<file path="src/rtl/async_lib_pkg.sv">
// Shared types and limits for the asynchronous-handshake helper blocks.
// Anything that talks to the async arbiter imports this package.
package async_lib_pkg;

   typedef enum logic [1:0] {
      IDLE    = 2'd0,
      PRESENT = 2'd1,
      ACK     = 2'd2
   } state_t;

   localparam int SYNC_STAGES_MIN = 2;

endpackage

</file>
<file path="src/rtl/sync_nff.sv">
// N-flop level synchroniser for a single asynchronous bit.
// The flops reset asynchronously to 0.
module sync_nff #(
   parameter int STAGES = 2
) (
   input  logic clk,
   input  logic rst,
   input  logic d,
   output logic q
);

   logic [STAGES-1:0] sync_q;

   // Shift the raw input through the chain; only the last flop is used downstream.
   always_ff @(posedge clk or posedge rst) begin
      if (rst) begin
         sync_q <= '0;
      end else begin
         sync_q <= {sync_q[STAGES-2:0], d};
      end
   end

   assign q = sync_q[STAGES-1];

endmodule

</file>
<file path="src/rtl/arbiter_sink_2b_sync.sv">
// Clocked receiver for the async arbiter output: synchronises req, presents
// each win as a valid/ready grant, closes the 4-phase handshake and counts grants.
module arbiter_sink_2b_sync
   import async_lib_pkg::*;
#(
   parameter int SYNC_STAGES = 2,
   parameter int CNT_W       = 16
) (
   input  logic             clk,
   input  logic             rst,
   input  logic             req_in,
   input  logic             sel_in,
   output logic             ack_out,
   output logic             grant_valid,
   output logic             grant_sel,
   input  logic             grant_ready,
   output logic [CNT_W-1:0] cnt0,
   output logic [CNT_W-1:0] cnt1,
   output logic             proto_err
);

   // A chain shorter than the minimum would not settle metastability, so clamp it.
   localparam int STAGES_EFF = (SYNC_STAGES < SYNC_STAGES_MIN) ? SYNC_STAGES_MIN : SYNC_STAGES;

   state_t           state_q;
   state_t           state_d;
   logic             req_s;
   logic             ack_d;
   logic             valid_d;
   logic             sel_d;
   logic             err_d;
   logic [CNT_W-1:0] cnt0_d;
   logic [CNT_W-1:0] cnt1_d;

   sync_nff #(
      .STAGES (STAGES_EFF)
   ) u_req_sync (
      .clk (clk),
      .rst (rst),
      .d   (req_in),
      .q   (req_s)
   );

   always_ff @(posedge clk or posedge rst) begin
      if (rst) begin
         state_q <= IDLE;
      end else begin
         state_q <= state_d;
      end
   end

   // All handshake-facing outputs are registered so ack_out is glitch-free to the arbiter.
   always_ff @(posedge clk or posedge rst) begin
      if (rst) begin
         ack_out     <= 1'b0;
         grant_valid <= 1'b0;
         grant_sel   <= 1'b0;
         proto_err   <= 1'b0;
         cnt0        <= '0;
         cnt1        <= '0;
      end else begin
         ack_out     <= ack_d;
         grant_valid <= valid_d;
         grant_sel   <= sel_d;
         proto_err   <= err_d;
         cnt0        <= cnt0_d;
         cnt1        <= cnt1_d;
      end
   end

   // sel_in is bundled data, valid once req_s is seen, so it is captured only on IDLE->PRESENT.
   always_comb begin
      state_d = state_q;
      ack_d   = ack_out;
      valid_d = grant_valid;
      sel_d   = grant_sel;
      err_d   = proto_err;
      cnt0_d  = cnt0;
      cnt1_d  = cnt1;

      case (state_q)
         IDLE: begin
            ack_d = 1'b0;
            if (req_s) begin
               sel_d   = sel_in;
               valid_d = 1'b1;
               state_d = PRESENT;
            end
         end

         PRESENT: begin
            if (!req_s) begin
               err_d   = 1'b1;
               valid_d = 1'b0;
               state_d = IDLE;
            end else if (grant_ready) begin
               valid_d = 1'b0;
               ack_d   = 1'b1;
               if (grant_sel) begin
                  cnt1_d = cnt1 + CNT_W'(1);
               end else begin
                  cnt0_d = cnt0 + CNT_W'(1);
               end
               state_d = ACK;
            end
         end

         ACK: begin
            if (!req_s) begin
               ack_d   = 1'b0;
               state_d = IDLE;
            end
         end

         default: begin
            ack_d   = 1'b0;
            valid_d = 1'b0;
            state_d = IDLE;
         end
      endcase
   end

endmodule

</file>
<file path="config.mk">
export PLATFORM = sky130hd
export DESIGN_NAME = arbiter_sink_2b_sync
export DESIGN_NICKNAME = d
export VERILOG_FILES = /design/src/rtl/async_lib_pkg.sv /design/src/rtl/sync_nff.sv /design/src/rtl/arbiter_sink_2b_sync.sv
export SDC_FILE = /design/constraint.sdc
export NUM_CORES = 1
export LEC_CHECK = 0
export CAP_MARGIN = 20
export CORE_MARGIN = 1.5
export CORE_UTILIZATION = 46
export CTS_BUF_LIST = sky130_fd_sc_hd__clkbuf_4
export DETAILED_ROUTE_END_ITERATION = 16
export PLACE_DENSITY = 0.77
export SYNTH_ARGS = -nofsm -noshare
export SYNTH_HDL_FRONTEND = slang
export SYNTH_HIERARCHICAL = 1
export SYNTH_SLANG_ARGS = --single-unit
export TNS_END_PERCENT = 30
</file>
<file path="constraint.sdc">
create_clock -name clk -period 1.4 [get_ports clk]
set_input_delay 0.28 -clock clk [delete_from_list [all_inputs] [get_ports clk]]
set_output_delay 0.28 -clock clk [all_outputs]
set_load 0.02 [all_outputs]
</file>
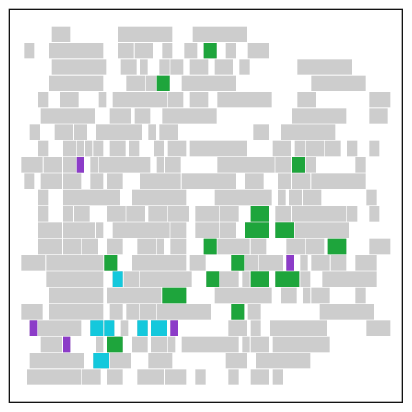
Figure 1: gate-type map.
(6 px per um)
- purple: inv cells (cells 5)
- cyan: aoi and oai cells (cells 6; where lower left)
- green: and/or cells (cells 16)

==> out/metrics.csv <==
stage,metric,value,unit
pwr,top_power_group,sequential cells,
clock_network,tritoncts,yes,
clock_network,path_clk_slew,0.11,ns
placement,placed_area,2410,um^2
routing,drt-met1-wl,1.56,mm
logic_synthesis,logic_family,simple AND/OR/NAND/NOR gates,
final_layout,regArea,1010,um^2
pwr,seqPwrFrac,54.7,%
final_layout,lay_top_count,dfrtp_1,
routing,drc_errors,0,
sta,final_hold_viol_count,0,
logic_synthesis,yosysChipArea,1780,um^2
final_layout,final_cell_mix,"29 x dfrtp_1, 21 x xnor2_1, 18 x buf_4",
pwr,switching_share,31.5,%
floorplan,initCoreUtil,48.3,%
sta,fin_crit_sh,100,%
worst_setup_path,worstPathMaxFanout,6,
worst_setup_path,crit_family,simple AND/OR/NAND/NOR gates,
global_routing,grt_antenna_before_repair,0,
logic_synthesis,top_cells_by_area,"dfrtp_1 56%, xnor2_1 10%, xor2_1 4.4%, nand4_1 3.2%, nand3_1 2.5%",
sta,clock_skew,0.00485,ns
logic_synthesis,syn-mean-instance-area,12.0,um^2
global_routing,track_usage,18.6,%
pwr,comb-power,590,uW
logic_synthesis,fp_nets,156,
pwr,intPower,1780,uW
pwr,p_clk_share,22.5,%
pwr,p_switching,816,uW
final_layout,comb_area,797,um^2
global_routing,use_met1,23.2,%
logic_synthesis,simple_gate_area_share,21.8,%
final_layout,layout.nonclk_buf_share,19.2,%
logic_synthesis,synth_seq_share,56.1,%
logic_synthesis,adder_share,1.40,%
worst_setup_path,crit_start,u_req_sync/sync_q[1]$_DFF_PP0_,
job,drv_cap,0,
logic_synthesis,top_area_share,56.1,%
floorplan,die_h,65.3,um
floorplan,die_w,65.3,um
worst_setup_path,path_class,reg2reg,
final_layout,logic_gate_count,102,
pwr,power_density,1080,nW/um^2
run_status,status,finished with violations,
sta,setup_ws,-0.00131,ns
clock_network,cts_setup_buffers,0,
logic_synthesis,numSynthFlops,40,
floorplan,io_pins,41,
sta,whs,0.100,ns
logic_synthesis,syn_area,1780,um^2
worst_setup_path,worst-path-stages,4,
final_layout,fillers,322,
sta,setup_viol,1,
routing,wl_met3,174,um
logic_synthesis,yosys_warnings,6,
final_layout,seq_cells,40,
worst_setup_path,path_cells,and4b_2 > and4_4 > and3_4 > xor2_1,
sta,worst_pin_slew,0.330,ns
logic_synthesis,top_cell,dfrtp_1,
clock_network,cts_max_level,2,
clock_network,cts_resized,79,
final_layout,biggestRegsByFlops,"cnt0 (16), cnt1 (16)",
final_layout,signal_buffers,60,
placement,dpl_worst_slack,-0.462,ns
final_layout,final_area,2410,um^2
min_path,min_path_type,in2async,
clock_network,hold_buffers,0,
logic_synthesis,common_cells,"40 x dfrtp_1, 21 x xnor2_1, 11 x nand2_1",
final_layout,inv_count,5,
pwr,clk-power,583,uW
worst_setup_path,r2r_cells,4,
clock_network,numCtsBuffers,5,
global_routing,top_usage_layer,met2,
placement,dp.cells,253,
sta,slew_headroom,77.7,%
pwr,seq-power,1420,uW
routing,via_per_inst,5.15,
routing,dr.first_iter.drc_count,34,
logic_synthesis,async_flop_share,100,%
final_layout,area.growth.synth_to_final,35.1,%
final_layout,final_core_util,65.3,%
final_layout,largest_cell_class,registers,
run_status,violations,setup timing,
logic_synthesis,yosysUniqueCellTypes,30,
final_layout,clock_cell_area_share,2.34,%
pwr,p_comb_share,22.8,%
final_layout,fin_cells,263,
floorplan,nWellTaps,48,
sta,fin_tns_setup,-0.00131,ns
clock_network,clk_latency,0.35,ns
global_routing,overflow,0,
placement,portBuffers,40,
pwr,power.leakage,0.00120,uW
worst_setup_path,crit_end,cnt1[8]$_DFFE_PP0P_,
global_routing,grt_pass1_wl,5.96,mm
clock_network,clock_path_buffers,2,
global_routing,grt_max_degree,39,
worst_setup_path,r2r-start,u_req_sync/sync_q[1]$_DFF_PP0_,
clock_network,cts.sinks,40,
pwr,ir_drop,0.881,mV
global_routing,grt_pass1_vias,1318,
logic_synthesis,ff_type,dfrtp_1,
sta,period_minus_slack,1.40,ns
logic_synthesis,mux_area_share,1.89,%
worst_setup_path,cp_slowest_cell,dfrtp_1,
final_layout,drive_gt1_share,36.7,%
placement,gp_congestion,0.772,
routing,wl_met2,1.73,mm
routing,top_layer_used,met4,
clock_network,root_buffer,clkbuf_4,
worst_setup_path,end_kind,flip-flop,
logic_synthesis,xor_share,14.7,%
floorplan,rows,22,
logic_synthesis,edf_count,0,
placement,hpwl,2.61,mm
final_layout,fin_nets,221,
logic_synthesis,ys_sh_aoi,2.46,%
worst_setup_path,max_stage_delay,0.45,ns
worst_setup_path,critPathBufInv,0,
final_layout,diodes,0,
routing,first_pass_iters,5,
sta,rsz0062_at_grt,yes,
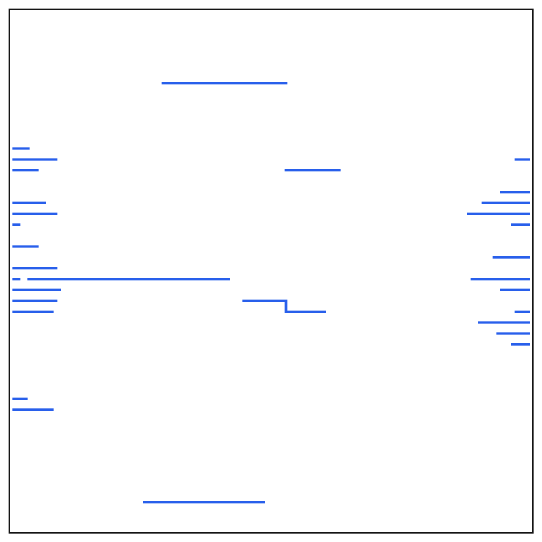
Figure 2: met3 routing.
(8 px per um)
- nets with wire on the layer: 27
- share of all routed wire: 4.9%
- longest straight run: 25.1 um
Global Route met3 Usage: 4.79%
via count: 1354
drt total wl: 3.53 mm

Power and IR drop assume default switching activity.
